File: config.mk
export PLATFORM = sky130hd
export DESIGN_NAME = alu_operand_loader
export DESIGN_NICKNAME = d
export VERILOG_FILES = /design/src/rtl/alu_operand_loader.sv
export SDC_FILE = /design/constraint.sdc
export NUM_CORES = 1
export LEC_CHECK = 0
export ABC_AREA = 1
export CAP_MARGIN = 20
export CORE_MARGIN = 2
export CORE_UTILIZATION = 35
export CTS_BUF_LIST = sky130_fd_sc_hd__clkbuf_2
export CTS_CLUSTER_DIAMETER = 100
export DETAILED_ROUTE_END_ITERATION = 10
export PLACE_DENSITY = 0.57
export SYNTH_ARGS = -nofsm -noshare
export SYNTH_HDL_FRONTEND = slang
export SYNTH_SLANG_ARGS = --single-unit
File: constraint.sdc
create_clock -name clock -period 1.57 [get_ports clock]
set_input_delay 0.314 -clock clock [delete_from_list [all_inputs] [get_ports clock]]
set_output_delay 0.314 -clock clock [all_outputs]
set_load 0.02 [all_outputs]
File: src/rtl/alu_operand_loader.sv
// alu_operand_loader: captures operand A, operand B and a 4-bit opcode from one switch bank,
// one field per press of a single load button. The raw button is synchronised, debounced and
// turned into a one-cycle load pulse that steps a 4-state sequencer.
// Optional build macro: LOADER_DEBOUNCE_BYPASS_EN removes the debounce counter so that every
// synchronised rising edge counts as one press.

module alu_operand_loader #(
  parameter int unsigned N               = 4,
  parameter int unsigned DEBOUNCE_CYCLES = 16
) (
  input  logic         clock,
  input  logic         reset,
  input  logic [N-1:0] switches,
  input  logic         load_btn,
  output logic [N-1:0] entrada1,
  output logic [N-1:0] entrada2,
  output logic [3:0]   selector,
  output logic         valid,
  output logic [1:0]   stage
);

  typedef enum logic [1:0] {
    StLoadA  = 2'b00,
    StLoadB  = 2'b01,
    StLoadOp = 2'b10,
    StShow   = 2'b11
  } state_e;

  logic sync1_q;
  logic btn_s_q;
  logic deb_q;
  logic load_pulse_q;

  // Two-flop synchroniser for the asynchronous push-button
  always_ff @(posedge clock) begin
    if (!reset) begin
      sync1_q <= 1'b0;
      btn_s_q <= 1'b0;
    end else begin
      sync1_q <= load_btn;
      btn_s_q <= sync1_q;
    end
  end

`ifdef LOADER_DEBOUNCE_BYPASS_EN

  // Debounce removed: deb follows btn_s one cycle later, pulse on each synchronised rise
  always_ff @(posedge clock) begin
    if (!reset) begin
      deb_q        <= 1'b0;
      load_pulse_q <= 1'b0;
    end else begin
      deb_q        <= btn_s_q;
      load_pulse_q <= btn_s_q & ~deb_q;
    end
  end

`else

  localparam int unsigned CntW = $clog2(DEBOUNCE_CYCLES + 1);
  localparam logic [CntW-1:0] CntLast = CntW'(DEBOUNCE_CYCLES - 1);

  logic [CntW-1:0] cnt_q, cnt_d;
  logic            deb_d;
  logic            deb_prev_q;

  // Accept a new level only after it has differed from deb for DEBOUNCE_CYCLES cycles in a row;
  // any return to the old level clears the count
  always_comb begin
    cnt_d = '0;
    deb_d = deb_q;
    if (btn_s_q != deb_q) begin
      if (cnt_q == CntLast) begin
        deb_d = btn_s_q;
      end else begin
        cnt_d = cnt_q + 1'b1;
      end
    end
  end

  // Debounce state and registered rising-edge detector on deb
  always_ff @(posedge clock) begin
    if (!reset) begin
      cnt_q        <= '0;
      deb_q        <= 1'b0;
      deb_prev_q   <= 1'b0;
      load_pulse_q <= 1'b0;
    end else begin
      cnt_q        <= cnt_d;
      deb_q        <= deb_d;
      deb_prev_q   <= deb_q;
      load_pulse_q <= deb_q & ~deb_prev_q;
    end
  end

`endif

  state_e state_q, state_d;
  logic   cap_a, cap_b, cap_op;
  logic   valid_d;

  // Sequencer: advance one field per load pulse, select which field to capture
  always_comb begin
    state_d = state_q;
    cap_a   = 1'b0;
    cap_b   = 1'b0;
    cap_op  = 1'b0;
    valid_d = 1'b0;
    if (load_pulse_q) begin
      unique case (state_q)
        StLoadA: begin
          state_d = StLoadB;
          cap_a   = 1'b1;
        end
        StLoadB: begin
          state_d = StLoadOp;
          cap_b   = 1'b1;
        end
        StLoadOp: begin
          state_d = StShow;
          cap_op  = 1'b1;
          valid_d = 1'b1;
        end
        StShow: begin
          state_d = StLoadA;
        end
        default: state_d = StLoadA;
      endcase
    end
  end

  // State and captured-field registers; fields hold until overwritten
  always_ff @(posedge clock) begin
    if (!reset) begin
      state_q  <= StLoadA;
      entrada1 <= '0;
      entrada2 <= '0;
      selector <= '0;
      valid    <= 1'b0;
    end else begin
      state_q <= state_d;
      valid   <= valid_d;
      if (cap_a)  entrada1 <= switches;
      if (cap_b)  entrada2 <= switches;
      if (cap_op) selector <= switches[3:0];
    end
  end

  assign stage = state_q;

endmodule
ff_map.png
Scale: 8 px per micron. Other sequential cells in the stronger grey, the rest of the logic in the fainter grey.
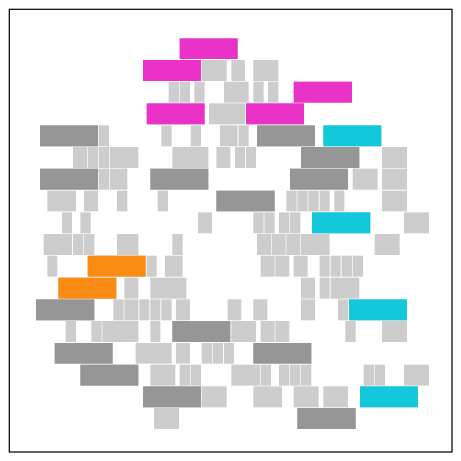
colour	signal	sequential cells
orange	stage	2
cyan	entrada1	4
magenta	cnt_q	5
not coloured	14
area used by sequential logic in the layout: 500 sq um
fraction of area in registers: 43.0%
final standard cell utilization of the core: 47.0%
sequential-cell power consumption: 0.641 mW

clock_wires.png
Scale: 10 px per micron.
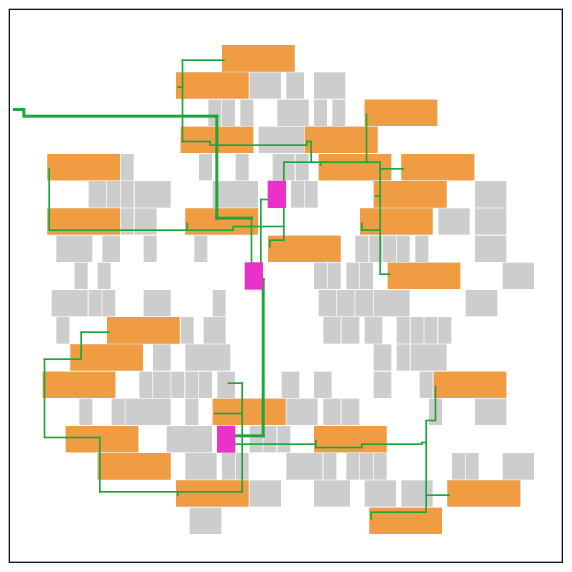
[green] clock wires | length: 271 microns
[orange] flip-flops | count: 25
[magenta] clock-net drivers | count: 3
flops lie	widely spread
setup clock skew after layout: 3.56 ps
Clock Latency Late Sink: 330 ps
proportion of power drawn by the clock network: 26.0%

==> flow_summary.ini <==
; synthesis and place-and-route metrics
[route]
route.met2.wl_microns = 756
via_count = 753
drcViolationCount = 0
route.antenna.remaining_nets = 0
first_iter_violations = 11
dr.max_layer_used = met4
routed_wl_mm = 1.62
met1Wirelength_microns = 736
detail_route.first_pass.iterations = 4
post_drt_via_cell_ratio = 4.54
met3RoutedLength_microns = 104

[synth]
syn-cell-area_sq_um = 916
post_synth_num_cell_types = 16
yosysTopAreaCellShare_pct = 54.6
async_flop_share_pct = 0
synth_nets = 123
yosys.stat.seqShare_pct = 54.6
yosys_stat_chip_area_sq_um = 916
post-synth-top-count-cell = sky130_fd_sc_hd__nor2_1
cell_area_leaders = sky130_fd_sc_hd__dfxtp_1 (55%), sky130_fd_sc_hd__nor2_1 (13%), sky130_fd_sc_hd__o21ai_0 (7.7%), sky130_fd_sc_hd__ha_1 (6.8%), sky130_fd_sc_hd__inv_1 (5.7%)
post_synth.cell_area_avg_sq_um = 8.25
post_synth_tally_of_flip_flops_with_integrated_enable = 0
count_of_instantiated_cells_in_the_yosys_netlist = 111
postSynthRegisterBits = 25
yosys-top-cells-count = sky130_fd_sc_hd__nor2_1 (31), sky130_fd_sc_hd__dfxtp_1 (25), sky130_fd_sc_hd__inv_1 (14), sky130_fd_sc_hd__o21ai_0 (14), sky130_fd_sc_hd__nand2_1 (11)
largest_area_cell = sky130_fd_sc_hd__dfxtp_1
dominantRegCellSynth = sky130_fd_sc_hd__dfxtp_1
synthCells = 111

[placement]
post-place-ws_ps = 203
finalWeightedCongestion = 0.696
detailedPlacementHpwl_mm = 1.30
port_buffers = 21

[clock_tree]
postCtsSetupRepairBufs = 0
ctsLongestPathBuffers = 2
numCtsBuffers = 3
number_of_hold_buffers_added_after_cts = 0
tritoncts_clock_tree = done
cts-root-buf = sky130_fd_sc_hd__clkbuf_2
cts_repair_resize_count = 15
path_clk_slew_ps = 220
number_of_sinks_driven_by_the_clock_tree = 25

[floorplanning]
ios = 22
die_height_microns = 55.2
die_width_microns = 55.2
fp_util_pct = 37.0
chip_area_sq_mm = 0.00304

[sta]
achievable-frequency_mhz = 708
final.min_clock_period_ps = 1410
post-route-period-util_pct = 90.0
finalWorstSetupSlack_ps = 157
final-max-slew-violation-count = 0
worst_slew_pin_slew_ps = 221
finalSetupViolations = 0
finalHoldViolations = 0
setup_tns_ps = 0
grt_setup_unrepaired = no
maxSlewHeadroom_pct = 85.3

[power]
switching_share_pct = 22.0
power.share.sequential_pct = 69.6
switching_power_mw = 0.203
comb_power_share_pct = 4.4
p_leak_nw = 0.550
power.total_mw = 0.921
peakVddDrop_v = 0.000535
cell_internal_pwr_mw = 0.718

[final_layout]
filler_cell_count = 270
fraction_of_final_layout_cells_sized_beyond_drive_strength_1_pct = 6.62
diodes = 0
area_growth_pct = 27.2
nNetsFinal = 149

[critical_path]
timing.critical_path.arrival_ps = 1100
worst_path_max_delay_cell = sky130_fd_sc_hd__dfxtp_1
worst_setup_path_start_kind = register
worst-path-buf-inv = 1
launch_instance_of_the_worst_register_to_register_path = cnt_q[0]
critPathMaxFanout = 4
critical_setup_path_kind = reg -> out
endpoint_kind = output port
crit_chain = dlygate4sd2_1
path_delay_family = flip-flops
worstSetupStartpoint = stage[0]
slowest_delay_ps = 420
timing.critical_path.required_ps = 1260

[hold_path]
holdCritPathClass = reg -> reg
worst_hold_startpoint = deb_prev_q

[grt]
grt_remaining_overflow = 0
grt_start_max_net_pins = 15
grt_pass1_wl_mm = 2.63
grtUsageTotal_pct = 12.3

[outcome]
run_status = complete, no violations

[run]
max_cap_viol_count = 0
==> logic make-up (layout without fill, tap and decap cells) <==
kind of cell | after synthesis | in the layout | share of synthesized area (%)
buffers and inverters | 16 | 41 | 6.97
adders and majority gates | 5 | 5 | 6.83
AOI/OAI and AO/OA | 18 | 18 | 10.4
DFF | 25 | 25 | 54.6
and+or+nand+nor | 46 | 46 | 20.2
xor gates and xnor gates | 1 | 1 | 0.956
==> path summary, 6_finish.rpt <==
check | slack (ps) | endpoint | cells past startpoint
setup reg to reg | 220 | cnt_q[3] | 7
hold reg to reg | 400 | load_pulse_q | 1
hold / removal | 400 | load_pulse_q | 1
setup / recovery | 160 | stage[0] | 1
==> power by group through the flow <==
| stage | Combinational (mW) | Sequential [mW] | Clock (mW) |
|---|---|---|---|
| 2_1_floorplan | 0.0175 | 0.653 | 0 |
| 3_3_place_gp | 0.0412 | 0.653 | 0 |
| 3_5_place_dp | 0.0405 | 0.653 | 0 |
| 4_1_cts | 0.0408 | 0.641 | 0.254 |
| 5_1_grt | 0.0449 | 0.642 | 0.282 |
| 6_report | 0.0404 | 0.641 | 0.239 |
==> registers in the layout, summed over array words and instances, names as in the netlist <==
name and count:
entrada1 4, btn_s_q 1, deb_q 1, selector 4, sync1_q 1, cnt_q 5, stage 2, valid 1
entrada2 4, load_pulse_q 1, deb_prev_q 1
==> per-stage QoR <==
step,hold WS [ps],cell area (sq um),cells
4_1_cts,405,1160,166
3_3_place_gp,375,1160,162
6_report,401,1160,166
5_1_grt,428,1160,166
3_5_place_dp,380,1160,162
2_1_floorplan,368,916,111
==> cell usage in the layout (no fill, tap or decap) <==
master,synthesis,layout
sky130_fd_sc_hd__nor2_1,31,31
sky130_fd_sc_hd__nor2_2,1,1
sky130_fd_sc_hd__a21oi_1,2,2
sky130_fd_sc_hd__inv_1,14,14
sky130_fd_sc_hd__nand3_1,1,1
sky130_fd_sc_hd__clkbuf_2,0,3
sky130_fd_sc_hd__dfxtp_1,25,25
sky130_fd_sc_hd__inv_2,1,1
sky130_fd_sc_hd__nand4_1,1,1
sky130_fd_sc_hd__clkdlybuf4s50_1,0,6
sky130_fd_sc_hd__dlygate4sd2_1,0,15
sky130_fd_sc_hd__a31oi_1,1,1
sky130_fd_sc_hd__xnor2_1,1,1
sky130_fd_sc_hd__nand3_2,1,1
sky130_fd_sc_hd__a21oi_2,1,1
sky130_fd_sc_hd__ha_1,5,5
sky130_fd_sc_hd__buf_4,1,1
sky130_fd_sc_hd__nand2_1,11,11
sky130_fd_sc_hd__o21ai_0,14,14
sky130_fd_sc_hd__clkinv_2,0,1
==> cell type report <==
class / count / area, sq um / share of cell area [%]
clock buffer: 3 / 15.0 / 1.29
clock inverter: 1 / 5.00 / 0.430
inverter: 15 / 56.3 / 4.83
multi-input combinational: 70 / 352 / 30.2
sequential: 25 / 500 / 43.0
tap: 30 / 37.5 / 3.22
timing repair buffer: 22 / 199 / 17.1
==> routing by layer <==
metal  GRT usage (%)  vias to the layer above
li1                -                      394
met1            14.2                      338
met2            20.6                       17
met3            2.69                        4
met4            7.32                        0
met5               0                        -
Power figures rest on the tool's default switching activity, not on a simulated workload.
